$ cat src/rtl/irq_pkg.sv
// Shared constants and types for the interrupt controller.
// Fixed geometry: 8 request lines, 3-bit line ids.
package irq_pkg;

  localparam int NUM_IRQ  = 8;
  localparam int IRQ_ID_W = 3;

  typedef logic [NUM_IRQ-1:0]  irq_vec_t;
  typedef logic [IRQ_ID_W-1:0] irq_id_t;

  typedef enum logic [1:0] {
    IDLE,
    OFFER,
    SERVICE
  } irq_state_e;

endpackage

$ cat src/rtl/irq_ctrl_if.sv
// Request/ack/eoi bundle between interrupt sources,
// the controller and the consumer.
interface irq_ctrl_if;
  import irq_pkg::*;

  irq_vec_t irq_in;
  logic     mask_we;
  irq_vec_t mask_wdata;
  logic     req_ack;
  logic     eoi;
  logic     req_valid;
  irq_id_t  req_id;
  logic     in_service;
  irq_vec_t pending;

  modport master (
    output irq_in, mask_we, mask_wdata,
    output req_ack, eoi,
    input  req_valid, req_id,
    input  in_service, pending
  );

  modport slave (
    input  irq_in, mask_we, mask_wdata,
    input  req_ack, eoi,
    output req_valid, req_id,
    output in_service, pending
  );

endinterface

$ cat src/rtl/rr_pick.sv
// Round-robin picker: first set bit at or after start_i,
// wrapping from the top line back to line 0.
module rr_pick
  import irq_pkg::*;
(
  input  irq_vec_t req_i,
  input  irq_id_t  start_i,
  output logic     found_o,
  output irq_id_t  win_o
);

  irq_id_t idx;

  always_comb begin
    found_o = 1'b0;
    win_o   = '0;
    idx     = '0;
    for (int i = 0; i < NUM_IRQ; i++) begin
      idx = start_i + irq_id_t'(i);
      if (!found_o && req_i[idx]) begin
        found_o = 1'b1;
        win_o   = idx;
      end
    end
  end

endmodule

$ cat src/rtl/irq_ctrl.sv
// Edge-triggered interrupt controller with mask and
// round-robin arbitration, offering one request at a time.
module irq_ctrl
  import irq_pkg::*;
(
  input logic       clk,
  input logic       rst,
  irq_ctrl_if.slave bus
);

  irq_state_e state_q, state_d;
  irq_vec_t   irq_prev_q, irq_prev_d;
  irq_vec_t   pending_q, pending_d;
  irq_vec_t   mask_q, mask_d;
  irq_id_t    id_q, id_d;
  irq_id_t    last_id_q, last_id_d;
  logic       req_valid_q, req_valid_d;
  logic       in_service_q, in_service_d;
  irq_id_t    req_id_q, req_id_d;

  irq_vec_t   edge_vec;
  irq_vec_t   clr_vec;
  logic       found;
  irq_id_t    win;

  rr_pick u_pick (
    .req_i   (pending_q & ~mask_q),
    .start_i (last_id_q + 3'd1),
    .found_o (found),
    .win_o   (win)
  );

  always_comb begin
    edge_vec   = bus.irq_in & ~irq_prev_q;
    irq_prev_d = bus.irq_in;
    clr_vec    = '0;
    state_d    = state_q;
    id_d       = id_q;
    last_id_d  = last_id_q;
    unique case (state_q)
      IDLE: begin
        if (found) begin
          state_d = OFFER;
          id_d    = win;
        end
      end
      OFFER: begin
        if (bus.req_ack) begin
          state_d       = SERVICE;
          last_id_d     = id_q;
          clr_vec[id_q] = 1'b1;
        end
      end
      SERVICE: begin
        if (bus.eoi) state_d = IDLE;
      end
      default: state_d = IDLE;
    endcase
    // a fresh edge beats the ack clear on the same line
    pending_d    = (pending_q & ~clr_vec) | edge_vec;
    mask_d       = bus.mask_we ? bus.mask_wdata : mask_q;
    req_valid_d  = (state_d == OFFER);
    in_service_d = (state_d == SERVICE);
    req_id_d     = (state_d == IDLE) ? '0 : id_d;
  end

  always_ff @(posedge clk) begin
    if (rst) begin
      state_q      <= IDLE;
      irq_prev_q   <= '0;
      pending_q    <= '0;
      mask_q       <= '0;
      id_q         <= '0;
      last_id_q    <= 3'd7;
      req_valid_q  <= 1'b0;
      in_service_q <= 1'b0;
      req_id_q     <= '0;
    end else begin
      state_q      <= state_d;
      irq_prev_q   <= irq_prev_d;
      pending_q    <= pending_d;
      mask_q       <= mask_d;
      id_q         <= id_d;
      last_id_q    <= last_id_d;
      req_valid_q  <= req_valid_d;
      in_service_q <= in_service_d;
      req_id_q     <= req_id_d;
    end
  end

  assign bus.req_valid  = req_valid_q;
  assign bus.in_service = in_service_q;
  assign bus.req_id     = req_id_q;
  assign bus.pending    = pending_q;

endmodule

$ cat src/flat_wrapper.sv
// flat-port wrapper written by rule: the top's interface ports become plain ports
module irq_ctrl_flat import irq_pkg::*;
  (clk, rst, bus_irq_in, bus_mask_we, bus_mask_wdata, bus_req_ack, bus_eoi, bus_req_valid, bus_req_id, bus_in_service, bus_pending);
  irq_ctrl_if bus_i ();
  input logic clk;
  input logic rst;
  input wire logic [$bits(bus_i.irq_in)-1:0] bus_irq_in;
  input wire logic [$bits(bus_i.mask_we)-1:0] bus_mask_we;
  input wire logic [$bits(bus_i.mask_wdata)-1:0] bus_mask_wdata;
  input wire logic [$bits(bus_i.req_ack)-1:0] bus_req_ack;
  input wire logic [$bits(bus_i.eoi)-1:0] bus_eoi;
  output wire logic [$bits(bus_i.req_valid)-1:0] bus_req_valid;
  output wire logic [$bits(bus_i.req_id)-1:0] bus_req_id;
  output wire logic [$bits(bus_i.in_service)-1:0] bus_in_service;
  output wire logic [$bits(bus_i.pending)-1:0] bus_pending;
  assign bus_i.irq_in = bus_irq_in;
  assign bus_i.mask_we = bus_mask_we;
  assign bus_i.mask_wdata = bus_mask_wdata;
  assign bus_i.req_ack = bus_req_ack;
  assign bus_i.eoi = bus_eoi;
  assign bus_req_valid = bus_i.req_valid;
  assign bus_req_id = bus_i.req_id;
  assign bus_in_service = bus_i.in_service;
  assign bus_pending = bus_i.pending;
  irq_ctrl u_core (.clk(clk), .rst(rst), .bus(bus_i));
endmodule
$ cat config.mk
export PLATFORM = sky130hd
export DESIGN_NAME = irq_ctrl_flat
export DESIGN_NICKNAME = d
export VERILOG_FILES = /design/src/rtl/irq_pkg.sv /design/src/rtl/irq_ctrl_if.sv /design/src/rtl/rr_pick.sv /design/src/rtl/irq_ctrl.sv /design/src/flat_wrapper.sv
export SDC_FILE = /design/constraint.sdc
export NUM_CORES = 1
export LEC_CHECK = 0
export CORE_ASPECT_RATIO = 2
export CORE_MARGIN = 3
export CORE_UTILIZATION = 55
export DETAILED_ROUTE_END_ITERATION = 7
export PLACE_DENSITY = 0.8
export RECOVER_POWER = 100
export SYNTH_ARGS = -nofsm -noshare
export SYNTH_HDL_FRONTEND = slang
export SYNTH_HIERARCHICAL = 1
export SYNTH_SLANG_ARGS = --single-unit
export TNS_END_PERCENT = 30
$ cat constraint.sdc
create_clock -name clk -period 4.03 [get_ports clk]
set_input_delay 1.0075 -clock clk [delete_from_list [all_inputs] [get_ports clk]]
set_output_delay 1.0075 -clock clk [all_outputs]
set_load 0.02 [all_outputs]
### Supply network

Scale bar: 20 µm. Pins as bars on the die edge. Tap cells in grey.
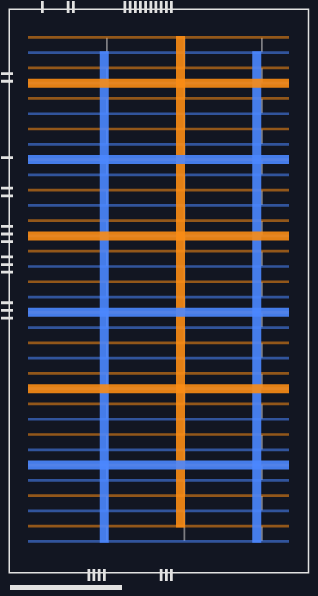
legend:
  orange:
    net: VDD
  blue:
    net: VSS
met4 straps: 3
rows: 33
met5 straps: 6
tap cells: 52
VDD IR-drop max: 0.000528 V
core area: 4170 µm²
Die H: 100 µm
Die Wd: 53.0 µm

### Cell classes on the final placement

Scale bar: 20 µm.
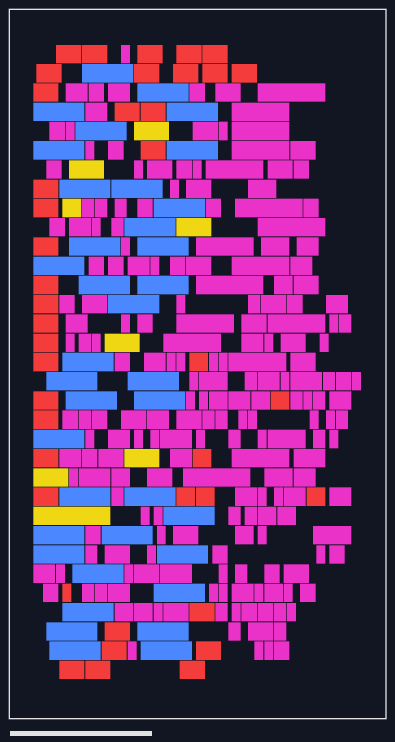
legend:
  red:
    class: remaining buffers and delay cells
    cells: 40
    share_of_their_area: 13%
  blue:
    class: sequential cells
    cells: 37
    share_of_their_area: 26%
  magenta:
    class: remaining logic cells
    cells: 203
    share_of_their_area: 56%
  yellow:
    class: clock drivers and dummy loads
    cells: 8
    share_of_their_area: 4.2%
sequential cell area share: 25.5%
# rows: 33
Post-Layout Inst Area: 2900 µm²
Core Util, Final: 69.6%

### Clock network drawn from the DEF

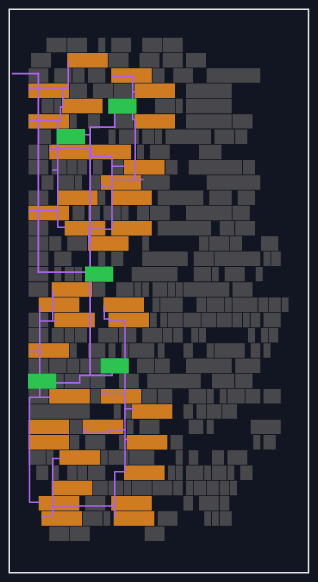
legend:
  orange:
    item: flip-flops
    count: 37
  purple:
    item: clock wires
    length: 389 µm
  green:
    item: clock-net drivers
    count: 5
routed clock nets: 6
Clock Power Share: 18.3%
Late-Pin Clk Latency: 0.29 ns

==> metrics.cfg <==
[worst_setup_path]
r2r-end = u_core/bus.req_id[2]
cp_num_buf_inv = 1
reg2reg_depth = 12
rr_startpoint = u_core/last_id_q[0]
path_cells = ha_1 -> inv_1 -> ha_1 -> mux4_2 -> a21oi_1 -> o311a_1 -> o21ai_2 -> nor3_1 -> nand2_1 -> nor3b_2 -> mux2i_1 -> nor2_1
crit_cells = 12
crit_path_end_kind = flop
crit_start = u_core/last_id_q[0]

[timing]
layout_setup_ws_ns = 0.424
fmax_ghz = 0.277

[synthesis]
fa_ha_area_share_pct = 1.54
aoi_share_pct = 17.5
yosys.cell_types.count = 55
synthTopCellsByCount = 37 x dfxtp_1, 28 x nor2_1, 20 x nor2b_1
synth-async-reset-ratio_pct = 0
fp_nets = 277

[run]
warning_count = 27
maxCapViolCount = 0

[finish]
dominant_cells = multi-input combinational cells
syn_to_final_growth_pct = 19.2
logic_area_um2 = 1520
n_antenna_cell = 0
num-multi-input-gates = 183
clkCellAreaFrac_pct = 4.14
inverters = 20

[drt]
highest_layer = met4
post-route-drc-count = 0
dr_wl_met3_um = 164
via_per_inst = 6.22

[pwr]
power_clock_mw = 0.327
internal-power_mw = 1.08
combPwrFrac_pct = 55.4
comb-power_mw = 0.992
power_leader = combinational logic

[die]
fp-utilization_pct = 58.4

[status]
status = finished, final reports clean

[global_routing]
grtUsageMet1_pct = 23.2

[place]
place_inst = 332
placed_area_um2 = 2790
port_buffers = 33

### Metal layers overlaid

Scale bar: 20 µm. Only two layers are drawn.
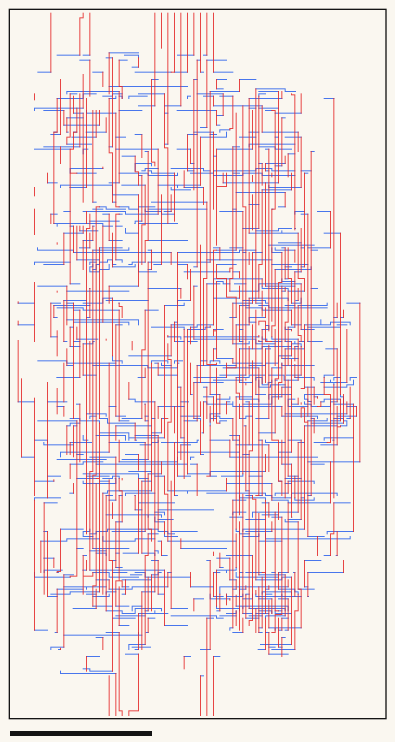
legend:
  red:
    layer: M2
    wire_length: 3,370 µm
  blue:
    layer: M1
    wire_length: 2,050 µm
WL final: 5.87 mm
Vias: 2,114
Avg WL per Cell: 17.3 µm

### Placement view

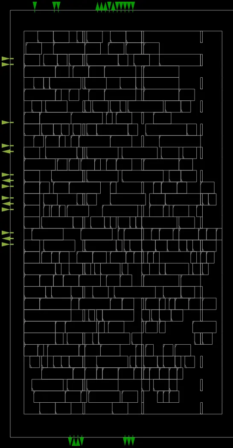
filler cell count: 320
Flops: 37
tapcell count: 52

Power figures rest on the tool's default switching activity, not on a simulated workload.
